==> src/rtl/symbol_stream_arbiter.sv <==
// Round-robin sharing of one 2-bit-symbol pattern detector among NCH streams.
// Each channel's detector state is saved/restored per burst; hits are counted per channel.
module symbol_stream_arbiter #(
  parameter int NCH       = 4,
  parameter int CH_W      = 2,
  parameter int CNT_W     = 8,
  parameter int MAX_BURST = 16
) (
  input  logic                 clk,
  input  logic                 rst_n,
  input  logic [NCH-1:0]       req,
  input  logic [2*NCH-1:0]     sym_in,
  input  logic [NCH-1:0]       last,
  output logic [NCH-1:0]       gnt,
  output logic                 hit,
  output logic [CH_W-1:0]      hit_ch,
  input  logic [CH_W-1:0]      cnt_sel,
  output logic [CNT_W-1:0]     hit_cnt,
  output logic                 busy
);

  localparam int BW = (MAX_BURST < 2) ? 1 : $clog2(MAX_BURST);

  localparam logic [1:0] DET_S0 = 2'd0;
  localparam logic [1:0] DET_S1 = 2'd1;
  localparam logic [1:0] DET_S2 = 2'd2;
  localparam logic [1:0] DET_S3 = 2'd3;

  typedef enum logic {ST_IDLE = 1'b0, ST_GRANT = 1'b1} arb_state_e;

  // Handshake: a symbol of channel i is accepted in any cycle where gnt[i] and
  // req[i] are both high; sym/last are only sampled on accept, req may drop anytime.

  arb_state_e           state_q, state_d;
  logic [NCH-1:0]       gnt_q, gnt_d;
  logic [CH_W-1:0]      cur_q, cur_d;
  logic [CH_W-1:0]      ptr_q, ptr_d;
  logic [BW-1:0]        beat_q, beat_d;
  logic [1:0]           det_q [NCH];
  logic [CNT_W-1:0]     cnt_q [NCH];
  logic                 hit_q, hit_d;
  logic [CH_W-1:0]      hit_ch_q, hit_ch_d;

  logic [1:0]           sym_a [NCH];
  logic [1:0]           cur_sym;
  logic                 cur_req;
  logic                 cur_last;
  logic                 accept;
  logic                 burst_end;
  logic [1:0]           det_nxt;
  logic                 pick_found;
  logic [CH_W-1:0]      pick_ch;
  logic [CH_W-1:0]      idx;

  function automatic logic [1:0] det_next(input logic [1:0] s, input logic [1:0] sym);
    logic [1:0] n;
    case (sym)
      2'd0:    n = s;
      2'd1:    n = DET_S1;
      2'd2:    n = (s == DET_S1 || s == DET_S2) ? DET_S2 : DET_S0;
      default: n = (s == DET_S2 || s == DET_S3) ? DET_S3 : DET_S0;
    endcase
    return n;
  endfunction

  always_comb begin
    for (int i = 0; i < NCH; i++) begin
      sym_a[i] = sym_in[2*i +: 2];
    end
    cur_sym   = sym_a[cur_q];
    cur_req   = req[cur_q];
    cur_last  = last[cur_q];
    accept    = (state_q == ST_GRANT) && cur_req;
    det_nxt   = det_next(det_q[cur_q], cur_sym);
    // A dropped request ends the burst as well as last / the final allowed beat.
    burst_end = (state_q == ST_GRANT) &&
                (!cur_req || cur_last || (beat_q == BW'(MAX_BURST - 1)));
    hit_d     = accept && (det_nxt == DET_S3);
    hit_ch_d  = hit_d ? cur_q : '0;
  end

  // Round-robin pick: iterate from farthest to nearest so the nearest requester wins.
  always_comb begin
    pick_found = 1'b0;
    pick_ch    = '0;
    idx        = '0;
    for (int k = NCH - 1; k >= 0; k--) begin
      idx = CH_W'((int'(ptr_q) + k) % NCH);
      if (req[idx]) begin
        pick_found = 1'b1;
        pick_ch    = idx;
      end
    end
  end

  // Arbiter state register
  always_ff @(posedge clk or negedge rst_n) begin
    if (!rst_n) begin
      state_q <= ST_IDLE;
      gnt_q   <= '0;
      cur_q   <= '0;
      ptr_q   <= '0;
      beat_q  <= '0;
    end else begin
      state_q <= state_d;
      gnt_q   <= gnt_d;
      cur_q   <= cur_d;
      ptr_q   <= ptr_d;
      beat_q  <= beat_d;
    end
  end

  // Arbiter next-state logic
  always_comb begin
    state_d = state_q;
    gnt_d   = gnt_q;
    cur_d   = cur_q;
    ptr_d   = ptr_q;
    beat_d  = beat_q;
    case (state_q)
      ST_IDLE: begin
        if (pick_found) begin
          state_d        = ST_GRANT;
          gnt_d          = '0;
          gnt_d[pick_ch] = 1'b1;
          cur_d          = pick_ch;
          beat_d         = '0;
        end
      end
      ST_GRANT: begin
        if (accept) beat_d = beat_q + 1'b1;
        if (burst_end) begin
          state_d = ST_IDLE;
          gnt_d   = '0;
          ptr_d   = (cur_q == CH_W'(NCH - 1)) ? '0 : cur_q + 1'b1;
        end
      end
      default: state_d = ST_IDLE;
    endcase
  end

  // Outputs
  always_comb begin
    busy    = (state_q == ST_GRANT);
    gnt     = gnt_q;
    hit     = hit_q;
    hit_ch  = hit_ch_q;
    hit_cnt = (int'(cnt_sel) < NCH) ? cnt_q[cnt_sel] : '0;
  end

  // Per-channel detector context, hit counters and hit pulse
  always_ff @(posedge clk or negedge rst_n) begin
    if (!rst_n) begin
      for (int i = 0; i < NCH; i++) begin
        det_q[i] <= DET_S0;
        cnt_q[i] <= '0;
      end
      hit_q    <= 1'b0;
      hit_ch_q <= '0;
    end else begin
      if (accept) det_q[cur_q] <= det_nxt;
      if (hit_d && (cnt_q[cur_q] != {CNT_W{1'b1}})) cnt_q[cur_q] <= cnt_q[cur_q] + 1'b1;
      hit_q    <= hit_d;
      hit_ch_q <= hit_ch_d;
    end
  end

endmodule

==> config.mk <==
export PLATFORM = sky130hd
export DESIGN_NAME = symbol_stream_arbiter
export DESIGN_NICKNAME = d
export VERILOG_FILES = /design/src/rtl/symbol_stream_arbiter.sv
export SDC_FILE = /design/constraint.sdc
export NUM_CORES = 1
export LEC_CHECK = 0
export ABC_AREA = 1
export CAP_MARGIN = 20
export CORE_MARGIN = 1
export CORE_UTILIZATION = 30
export CTS_BUF_LIST = sky130_fd_sc_hd__clkbuf_8
export DETAILED_ROUTE_END_ITERATION = 12
export MAX_ROUTING_LAYER = met4
export PLACE_DENSITY = 0.51
export SYNTH_ARGS = -nofsm -noshare
export SYNTH_HDL_FRONTEND = slang
export SYNTH_SLANG_ARGS = --single-unit
==> constraint.sdc <==
create_clock -name clk -period 5.05 [get_ports clk]
set_clock_uncertainty 0.15 [all_clocks]
set_input_delay 1.2625 -clock clk [delete_from_list [all_inputs] [get_ports clk]]
set_output_delay 1.2625 -clock clk [all_outputs]
set_load 0.01 [all_outputs]
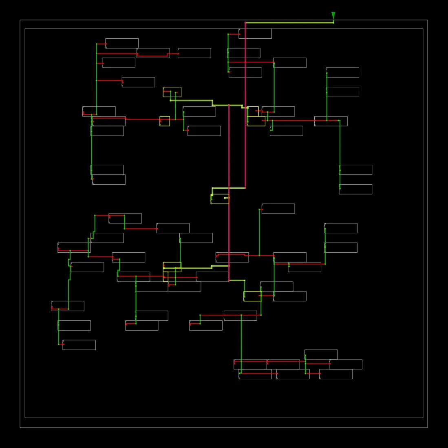
*The clock network, run 1*
registers: 56
# clock sinks: 56
clock-net power: 0.000249 W
Worst-Skew Late Latency: 320 ps

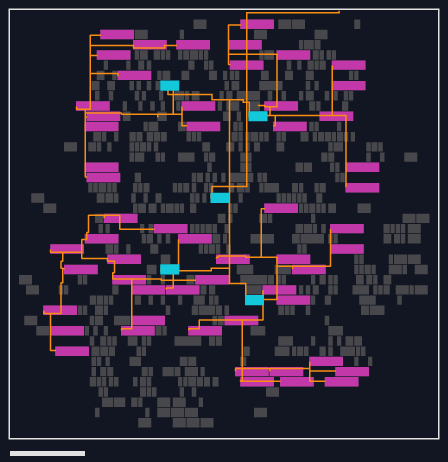
*Clock wires, drivers and flops, run 1*
Scale bar: 20 um.
Cyan is clock-net drivers, count 5. Orange is clock wires, length 737 um. Magenta is flip-flops, count 56.
There are 6 routed clock nets.

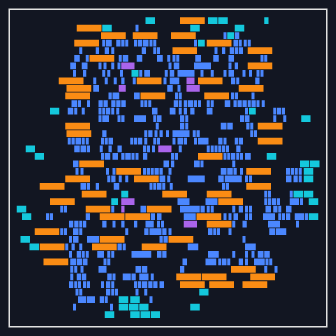
*Placement by cell class, run 1*
Cyan is remaining buffers and delay cells, cells 41, share of their area 9.6%. Blue is remaining logic cells, cells 439, share of their area 54%. Purple is clock drivers and dummy loads, cells 8, share of their area 2.2%. Orange is registers, cells 56, share of their area 35%.
standard-cell rows: 40
Seq/total area: 0.328
Layout Cell Area excl Fill: 4270 um^2
post-layout util: 0.352

==> results.json, run 1 <==
{
  "grt_max_degree": 41,
  "slowest_stage": "clkdlybuf4s50_1",
  "r2r-start": "cur_q[0]$_DFFE_PN0P_",
  "routedWlPerCell_um": 14.4,
  "cellPowerDensity_nw_per_um2": 534,
  "area_leaders": "dfrtp_1, nand2_1, nand4_1",
  "yosys.area_share.simple": 0.414,
  "die_w_um": 114,
  "top_usage_layer": "met2",
  "die_y_um": 114,
  "drt_wl_total_um": 10200,
  "layout_setup_ws_ps": 520,
  "largest_area_cell": "dfrtp_1",
  "final_max_slew_viol_count": 0,
  "outcome": "completed",
  "grtUsageMet2": 0.267,
  "drive_above_1_share": 0.0938,
  "synth_xor_xnor_area_share": 0.00699,
  "holdCritPathClass": "reg -> reg",
  "post_cts_resize_count": 0,
  "logic_family": "simple AND/OR/NAND/NOR gates",
  "ys.flops": 56,
  "die_area_um2": 13000,
  "cts_buffers": 5
}
[run 1: flip-flops by register name, summed over array words and instances (netlist names)]
signal / flops
beat_q: 4
busy: 1
cnt_q: 32
cur_q: 2
det_q: 8
gnt: 4
hit: 1
hit_ch: 2
ptr_q: 2
[run 1: power breakdown]
part	leakage (nW)	switching, W	internal, W
Clock	0.0455	0.000152	0.0000971
Sequential	0.749	0.000108	0.000583
Combinational	1.31	0.000911	0.000427
Total	2.11	0.00117	0.00111
[run 1: final cells by class]
| cell class | instances | area, um^2 |
|---|---|---|
| fill | 1342 | 7850 |
| multi-input combinational | 398 | 2020 |
| sequential | 56 | 1400 |
| timing repair buffer | 41 | 390 |
| tap | 168 | 210 |
| inverter | 41 | 154 |
| clock buffer | 5 | 68.8 |
| clock inverter | 3 | 20.0 |
### Wiring heat map, run 1

The die is cut into 23 by 23 equal tiles; dark blue is low, red is high, scaled to the fullest tile. Values are wire area over tile area, all layers added.
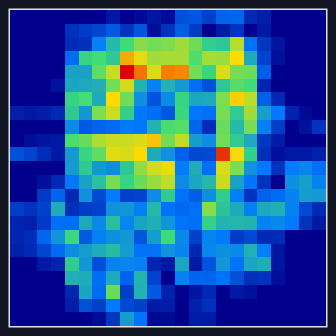

==> run 2, diff against run 1 <==
--- a/config.mk
+++ b/config.mk
@@ -5,14 +5,13 @@
 export SDC_FILE = /design/constraint.sdc
 export NUM_CORES = 1
 export LEC_CHECK = 0
-export ABC_AREA = 1
 export CAP_MARGIN = 20
 export CORE_MARGIN = 1
 export CORE_UTILIZATION = 30
 export CTS_BUF_LIST = sky130_fd_sc_hd__clkbuf_8
 export DETAILED_ROUTE_END_ITERATION = 12
 export MAX_ROUTING_LAYER = met4
-export PLACE_DENSITY = 0.51
+export PLACE_DENSITY = 0.52
 export SYNTH_ARGS = -nofsm -noshare
 export SYNTH_HDL_FRONTEND = slang
 export SYNTH_SLANG_ARGS = --single-unit
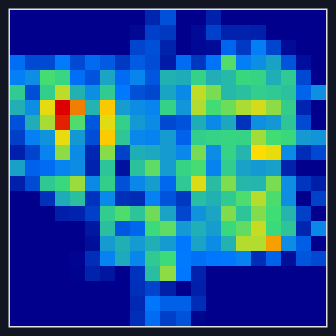
*Wiring heat map, run 2*
The die is cut into 21 by 21 equal tiles; dark blue is low, red is high, scaled to the fullest tile. Values are wire area over tile area, all layers added.
The fullest tile reaches 0.40. 31% of the tiles are nearly empty. The mean over all tiles is 0.089. The emptiest ninth of the die: bottom left. 11% of the tiles are over half the peak.
DR WL/cell: 15.8 um
Routed WL: 6280 um

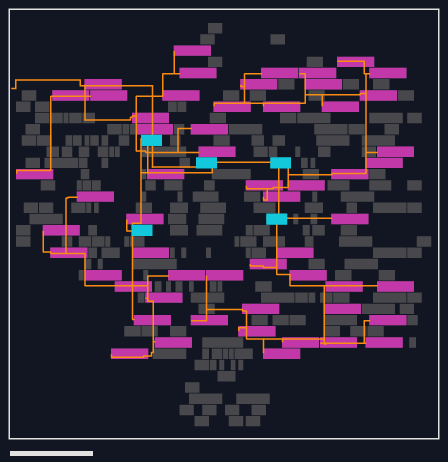
*Clock wires, drivers and flops, run 2*
Scale bar: 20 um.
Cyan is clock-net drivers, count 5. Magenta is flip-flops, count 56. Orange is clock wires, length 686 um.
There are 6 routed clock nets. Position of the flops: widely spread.
Worst-Skew Late Latency: 300 ps
clock-net power: 0.000337 W
part of the power in the clock network: 0.220

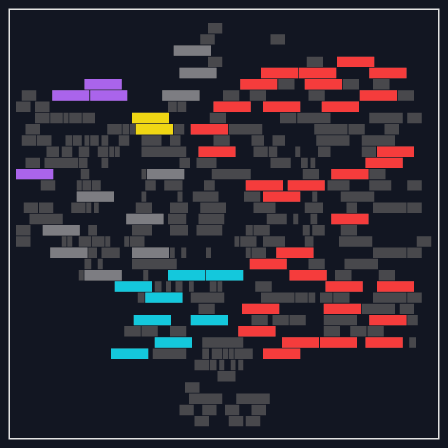
*Register map, names as in the netlist, run 2*
Other sequential cells in the stronger gray, the rest of the logic in the fainter gray.
Yellow is cur_q, flops 2. Purple is gnt, flops 4, where top left. Cyan is det_q, flops 8. Red is cnt_q, flops 32.
Another 10 sequential cells are not colored.
Storage cell area: 1400 um^2
Seq/total area: 0.376
post-layout util: 0.376
Seq group: 0.000601 W

==> results.json, run 2 <==
{
  "fin_area_um2": 3720,
  "tap_cells": 133,
  "combGateArea_um2": 1620,
  "comb_power_w": 0.000591,
  "cts_buffers": 5,
  "nFillCells": 980,
  "outcome": "completed",
  "nClkBuffers": 5,
  "power_switching_share": 0.343,
  "layout_setup_ws_ps": 530,
  "cellPowerDensity_nw_per_um2": 410,
  "grtUsageMet2": 0.207,
  "drive_above_1_share": 0.178,
  "p_sw_w": 0.000524,
  "largest_area_cell": "dfrtp_1",
  "die_y_um": 104,
  "comb_share": 0.434,
  "internal-power_w": 0.00100,
  "inverters": 7,
  "die_w_um": 104
}
-- run 2: cell count changes after synthesis, moves of 6 or more --
cell / delta
a21oi_1: -8
buf_4: -6
inv_1: -29
mux2_1: +33
mux4_2: +21
nand2_1: -183
nand2_2: -9
nand3_1: -28
nand4_1: -35
nor2_1: -16
o21ai_0: -27
-- run 2: kinds of logic after synthesis --
family / count (synthesis) / synth area share
fa+ha+maj: 8 / 0.0323
xor+xnor: 8 / 0.0226
flops: 56 / 0.452
compound gates: 25 / 0.0585
buf+inv: 16 / 0.0266
simple gates: 50 / 0.100
mux: 63 / 0.308
==> run 3, diff against run 2 <==
--- a/config.mk
+++ b/config.mk
@@ -5,7 +5,7 @@
 export SDC_FILE = /design/constraint.sdc
 export NUM_CORES = 1
 export LEC_CHECK = 0
-export CAP_MARGIN = 20
+export CAP_MARGIN = 0
 export CORE_MARGIN = 1
 export CORE_UTILIZATION = 30
 export CTS_BUF_LIST = sky130_fd_sc_hd__clkbuf_8
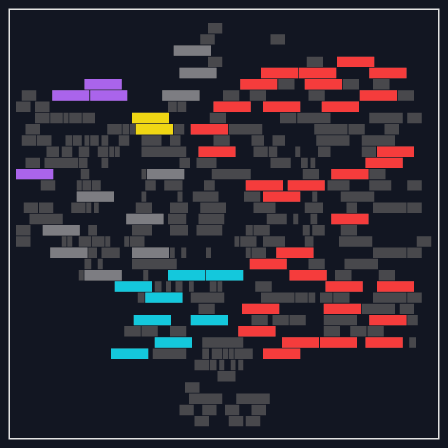
*Register map, names as in the netlist, run 3*
Other sequential cells in the stronger gray, the rest of the logic in the fainter gray.
Yellow is cur_q, flops 2. Purple is gnt, flops 4, where top left. Cyan is det_q, flops 8. Red is cnt_q, flops 32.
Another 10 sequential cells are not colored.

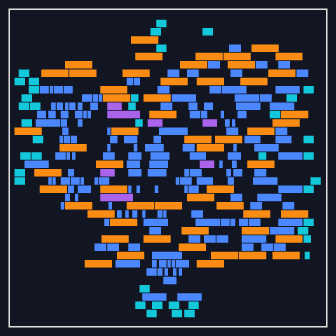
*Placement by cell class, run 3*
Purple is clock drivers and dummy loads, cells 7, share of their area 3.6%. Cyan is remaining buffers and delay cells, cells 40, share of their area 11%. Orange is registers, cells 56, share of their area 39%. Blue is remaining logic cells, cells 161, share of their area 46%.
standard-cell rows: 36
Layout Cell Area excl Fill: 3720 um^2
core area: 9910 um^2

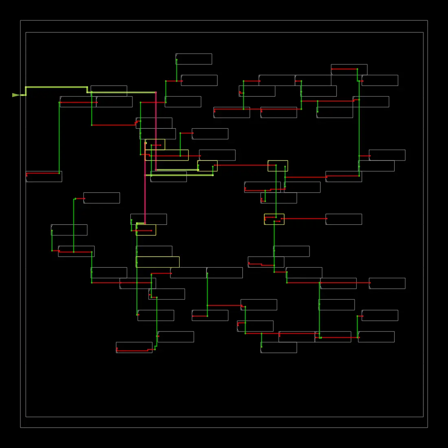
*The clock network, run 3*
clock buf count: 5
cts bufs inserted: 5

==> results.json, run 3 <==
{
  "area_leaders": "dfrtp_1, mux4_2, mux2_1",
  "power_switching_share": 0.343,
  "flops": 56,
  "power-top-group": "registers",
  "sh_seq_area": 0.376,
  "nFillCells": 980,
  "outcome": "completed",
  "grtUsageMet2": 0.207,
  "holdCritPathClass": "reg -> reg",
  "combPwrFrac": 0.387,
  "comb_power_w": 0.000591,
  "cts.sinks": 56,
  "largest_area_cell": "dfrtp_1",
  "inverters": 7,
  "buf_share": 0.103,
  "drt_wl_total_um": 6280,
  "seq_power_w": 0.000601,
  "cellPowerDensity_nw_per_um2": 410,
  "top_usage_layer": "met2",
  "post_cts_resize_count": 0
}
run 3: final timing paths:
kind / slack [ps] / depth (start not counted) / end / startpoint
worst max-delay path: 530 / 4 / hit_cnt[0] / cnt_sel[0]
worst min-delay path: 340 / 2 / det_q[2]$_DFFE_PN0P_ / det_q[2]$_DFFE_PN0P_
worst max register to register: 2000 / 8 / cnt_q[13]$_DFFE_PN0P_ / cur_q[1]$_DFFE_PN0P_
worst min register to register: 340 / 2 / det_q[2]$_DFFE_PN0P_ / det_q[2]$_DFFE_PN0P_
max in group asynchronous: 3120 / 2 / cur_q[1]$_DFFE_PN0P_ / rst_n
min in group asynchronous: 810 / 1 / cnt_q[18]$_DFFE_PN0P_ / rst_n
run 3: critical path, delay by kind of cell:
kind                   cells  cell delay (ps)
buffers and inverters      3             1350
muxes                      1              500
No activity file was given, so power comes from the tool's default toggle rates.
